===== src/rtl/decode_scoreboard_ctrl.sv =====
// Decode-stage register scoreboard: tracks in-flight writes per register,
// stalls decode on RAW hazards or counter saturation, and counts stall cycles.
module decode_scoreboard_ctrl #(
  parameter int NREGS = 16,
  parameter int RADDR = 4,
  parameter int CNTW  = 2,
  parameter int STATW = 16
) (
  input  logic             clk,
  input  logic             rst,
  input  logic             dec_valid,
  input  logic [RADDR-1:0] dec_rs1,
  input  logic [RADDR-1:0] dec_rs2,
  input  logic [RADDR-1:0] dec_rd,
  input  logic             dec_use_rs1,
  input  logic             dec_use_rs2,
  input  logic             dec_wr_rd,
  input  logic             kill,
  input  logic             wb_valid,
  input  logic [RADDR-1:0] wb_rd,
  input  logic             clr_stats,
  output logic             stall,
  output logic             issue,
  output logic [NREGS-1:0] busy_mask,
  output logic [STATW-1:0] stall_count,
  output logic             err
);

  localparam logic [CNTW-1:0]  CNT_MAX  = '1;
  localparam logic [STATW-1:0] STAT_MAX = '1;

  logic [CNTW-1:0]  cnt_q [NREGS];
  logic [CNTW-1:0]  cnt_d [NREGS];
  logic [NREGS-1:0] busy_q, busy_d;
  logic [STATW-1:0] stall_cnt_q, stall_cnt_d;
  logic             err_q, err_d;

  logic raw1, raw2, wfull, live, underflow;

  // Hazard detection: r0 is never tracked, so index 0 can never hazard.
  assign raw1  = dec_use_rs1 && (dec_rs1 != '0) && (cnt_q[dec_rs1] != '0);
  assign raw2  = dec_use_rs2 && (dec_rs2 != '0) && (cnt_q[dec_rs2] != '0);
  assign wfull = dec_wr_rd   && (dec_rd  != '0) && (cnt_q[dec_rd]  == CNT_MAX);

  assign live  = dec_valid && !kill;
  assign stall = live && (raw1 || raw2 || wfull);
  assign issue = live && !stall;

  assign underflow = wb_valid && (wb_rd != '0) && (cnt_q[wb_rd] == '0);

  // NOTE: every variable written here gets a default first so no latch is inferred.
  always_comb begin
    cnt_d[0] = '0;
    busy_d   = '0;
    for (int unsigned r = 1; r < NREGS; r++) begin
      logic inc, dec;
      inc      = issue && dec_wr_rd && (dec_rd == RADDR'(r));
      dec      = wb_valid && (wb_rd == RADDR'(r)) && (cnt_q[r] != '0);
      cnt_d[r] = cnt_q[r];
      if (inc && !dec) begin
        cnt_d[r] = cnt_q[r] + 1'b1;
      end else if (dec && !inc) begin
        cnt_d[r] = cnt_q[r] - 1'b1;
      end
      busy_d[r] = (cnt_d[r] != '0);
    end
  end

  always_comb begin
    stall_cnt_d = stall_cnt_q;
    if (clr_stats) begin
      stall_cnt_d = '0;
    end else if (stall && (stall_cnt_q != STAT_MAX)) begin
      stall_cnt_d = stall_cnt_q + 1'b1;
    end
    err_d = err_q || underflow;
  end

  // NOTE: the counter array is a handful of flops, not a RAM, so it is reset
  // like any other state; a stale count after reset would deadlock decode.
  always_ff @(posedge clk or negedge rst) begin
    if (!rst) begin
      for (int unsigned r = 0; r < NREGS; r++) begin
        cnt_q[r] <= '0;
      end
      busy_q      <= '0;
      stall_cnt_q <= '0;
      err_q       <= 1'b0;
    end else begin
      // NOTE: state updates use non-blocking assignments so all flops sample
      // the same pre-edge values.
      for (int unsigned r = 0; r < NREGS; r++) begin
        cnt_q[r] <= cnt_d[r];
      end
      busy_q      <= busy_d;
      stall_cnt_q <= stall_cnt_d;
      err_q       <= err_d;
    end
  end

  assign busy_mask   = busy_q;
  assign stall_count = stall_cnt_q;
  assign err         = err_q;

endmodule


===== config.mk =====
export PLATFORM = sky130hd
export DESIGN_NAME = decode_scoreboard_ctrl
export DESIGN_NICKNAME = d
export VERILOG_FILES = /design/src/rtl/decode_scoreboard_ctrl.sv
export SDC_FILE = /design/constraint.sdc
export NUM_CORES = 1
export LEC_CHECK = 0
export ABC_AREA = 1
export CAP_MARGIN = 0
export CORE_MARGIN = 1.5
export CORE_UTILIZATION = 31
export CTS_CLUSTER_DIAMETER = 120
export DETAILED_ROUTE_END_ITERATION = 12
export PLACE_DENSITY_LB_ADDON = 0.05
export SLEW_MARGIN = 20
export SYNTH_ARGS = -nofsm -noshare
export SYNTH_HDL_FRONTEND = slang
export SYNTH_SLANG_ARGS = --single-unit

===== constraint.sdc =====
create_clock -name clk -period 3.4 [get_ports clk]
set_clock_uncertainty 0.1 [all_clocks]
set_input_delay 0.34 -clock clk [delete_from_list [all_inputs] [get_ports clk]]
set_output_delay 0.34 -clock clk [all_outputs]
set_load 0.05 [all_outputs]

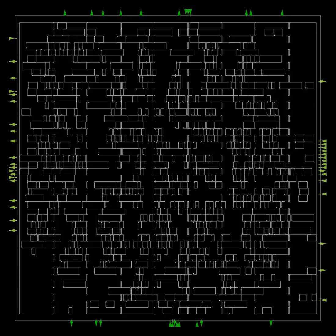
(run_1/placed.png)
inserted tap cell count: 184
core area: 14590 µm²
non-filler cells in the finished layout: 952

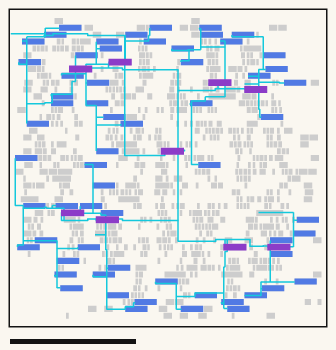
(run_1/clock_wires.png)
Scale bar: 50 µm.
[clock wires] cyan | length: 1120 µm
[flip-flops] blue | count: 62
[clock-net drivers] purple | count: 9
routed clock nets	10

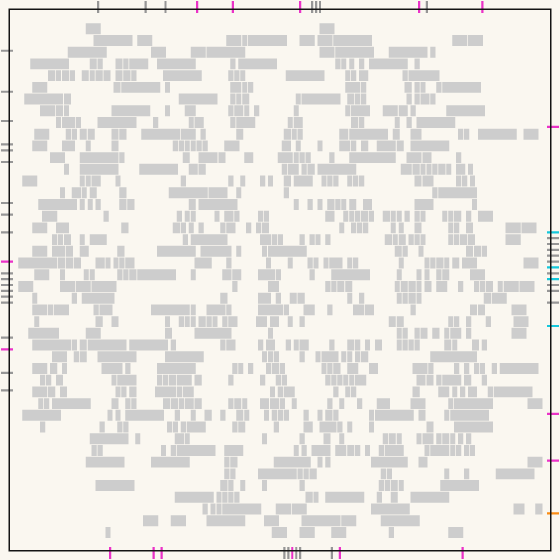
(run_1/pinout.png)
Pins as bars across the die edge, other pins in gray.
port	color	pins	direction	edge
rst	orange	1	input	right
dec_rs1	cyan	4	input	right
busy_mask	magenta	16	output	6 bottom, 5 top, 3 right, 2 left
all pins by edge	20 left, 17 right, 12 top, 11 bottom

==> impl_metrics.toml, run 1 <==
# flow metrics
[status]
outcome = "complete, no violations"

[grt]
maximum_number_of_pins_on_one_net_before_global_route_repair = 63
global_route.peak_usage_layer = "met2"
first_global_vias = 4687
antenna_found_initial = 0

[job]
warnings = 26

[logic_synthesis]
synth-adder-area-share_pct = 4.310
ys.warnings.count = 0
synth-seq-area-share_pct = 33.41
post_synth_cell_types = 34
ys_cells = 694
ys.flop_type = "sky130_fd_sc_hd__dfrtp_1"
ys_area_um2 = 4644
postSynthCellCount = 694
synth_simple_gate_area_share_pct = 41.03

[setup_path]
worst-endpoint-arrival_ps = 2630
reg2reg_from = "cnt_q[14]$_DFF_PN0_"
cp_num_buf_inv = 5
crit_family = "buffers and inverters"
critPathMostFrequentCell = "sky130_fd_sc_hd__nand2_1"

[route]
met1_length_um = 6495
wl_met3_um = 606
drtAntennaViolNets = 0
dr.first_iter.drc_count = 301
top_layer_used_by_detailed_routing = "met4"

[clock_tree]
cts_max_level = 3
clockBufferDepth = 2
post_cts.resized_instances = 0
cts-root-buf = "sky130_fd_sc_hd__clkbuf_16"

[cells_and_area]
most-common-layout-cells = "204 x sky130_fd_sc_hd__nand2_1, 130 x sky130_fd_sc_hd__inv_1, 66 x sky130_fd_sc_hd__nand3_1, 64 x sky130_fd_sc_hd__nor2_1, 62 x sky130_fd_sc_hd__dfrtp_1"
sh_seq_area_pct = 26.62
logic_inverters = 132
num-fill-cells = 1575
number_of_clock_buffers_in_the_layout = 11

[timing]
relSlewSlack_pct = 42.40
tightestPinTransition_ps = 864.0
final_max_slew_viol_count = 0
max_freq_mhz = 326.2
setup_tns_ps = 0
final_min_period_over_clock_period_pct = 90.17

[pwr]
top_power_group = "combinational cells"
power.internal_mw = 2.266
peakVddDrop_v = 0.0003236
p_sw_share_pct = 41.74
seq_power_mw = 1.18
total_switching_power_mw = 1.623
post-layout-total-power_mw = 3.889

[floorplanning]
ioPinCount = 60

[place]
rd_place_congestion = 0.8759
==> run 2, diff against run 1 <==
ABC_AREA = not set   (was 1)
SETUP_SLACK_MARGIN = 0.1   (was not set)
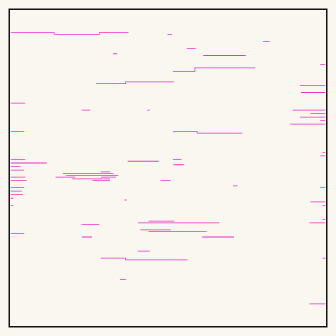
(run_2/m3.png)
main direction	horizontal
share of all routed wire	4.3%

==> impl_metrics.toml, run 2 <==
# flow metrics
[grt]
antenna_found_initial = 0
globalRouteOverflowTotal = 0
global_route.peak_usage_layer = "met2"
maximum_number_of_pins_on_one_net_before_global_route_repair = 40

[clock_tree]
clockBufferDepth = 2
cts_max_level = 3
cts-root-buf = "sky130_fd_sc_hd__clkbuf_16"

[cells_and_area]
instances_no_fill = 756
number_of_clock_buffers_in_the_layout = 12
sh_seq_area_pct = 27.78
num-fill-cells = 1372
most-common-layout-cells = "62 x sky130_fd_sc_hd__dfrtp_1, 58 x sky130_fd_sc_hd__nor2_1, 55 x sky130_fd_sc_hd__clkdlybuf4s50_1, 43 x sky130_fd_sc_hd__nand2_1"
logic_inverters = 35

[pwr]
total_switching_power_mw = 1.708
peakVddDrop_v = 0.0004200
top_power_group = "combinational cells"
power.internal_mw = 2.442
post-layout-total-power_mw = 4.150
p_sw_share_pct = 41.16
seq_power_mw = 1.24

[timing]
max_freq_mhz = 321.2
final_min_period_over_clock_period_pct = 91.57
tightestPinTransition_ps = 923.5
final_max_slew_viol_count = 0
setup_tns_ps = 0
relSlewSlack_pct = 38.43
final_setup_fails = 0

[setup_path]
reg2reg_setup_slack_ps = 490
reg2reg_from = "cnt_q[22]$_DFF_PN0_"
worst-endpoint-arrival_ps = 2670
crit_family = "buffers and inverters"
cp_num_buf_inv = 4

[logic_synthesis]
ys_cells = 502
post_synth_cell_types = 69
synth-adder-area-share_pct = 4.565
ys.warnings.count = 0
edf_count = 0
ys.flops = 62
synth-seq-area-share_pct = 35.38
postSynthCellCount = 502
ys_area_um2 = 4385
ys_top_cells_by_count = "62 x sky130_fd_sc_hd__dfrtp_1, 59 x sky130_fd_sc_hd__nor2_1, 43 x sky130_fd_sc_hd__nand2_1, 32 x sky130_fd_sc_hd__inv_1, 32 x sky130_fd_sc_hd__nor3_1"
netlist.area_leader.share_pct = 35.38
ys.flop_type = "sky130_fd_sc_hd__dfrtp_1"
synth_simple_gate_area_share_pct = 24.68

[floorplanning]
fp.coreArea_um2 = 13830
floorplan.initialDensity_pct = 31.72
ioPinCount = 60
tapCellCount = 180

[route]
top_layer_used_by_detailed_routing = "met4"
met1_length_um = 6286
drtAntennaViolNets = 0
dr.first_iter.drc_count = 322
route.met2.wl_um = 5742
wl_met3_um = 554

[job]
warnings = 26

[status]
outcome = "complete, no violations"

[place]
rd_place_congestion = 0.8616
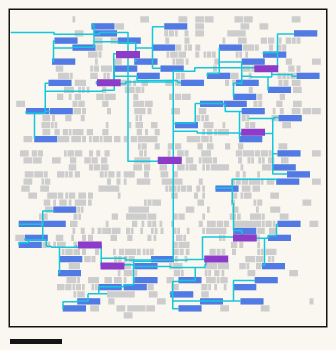
(run_2/clock_wires.png)
Scale bar: 20 µm.
[clock-net drivers] purple | count: 9
[flip-flops] blue | count: 62
[clock wires] cyan | length: 1070 µm
flops lie	widely spread
routed clock nets	10

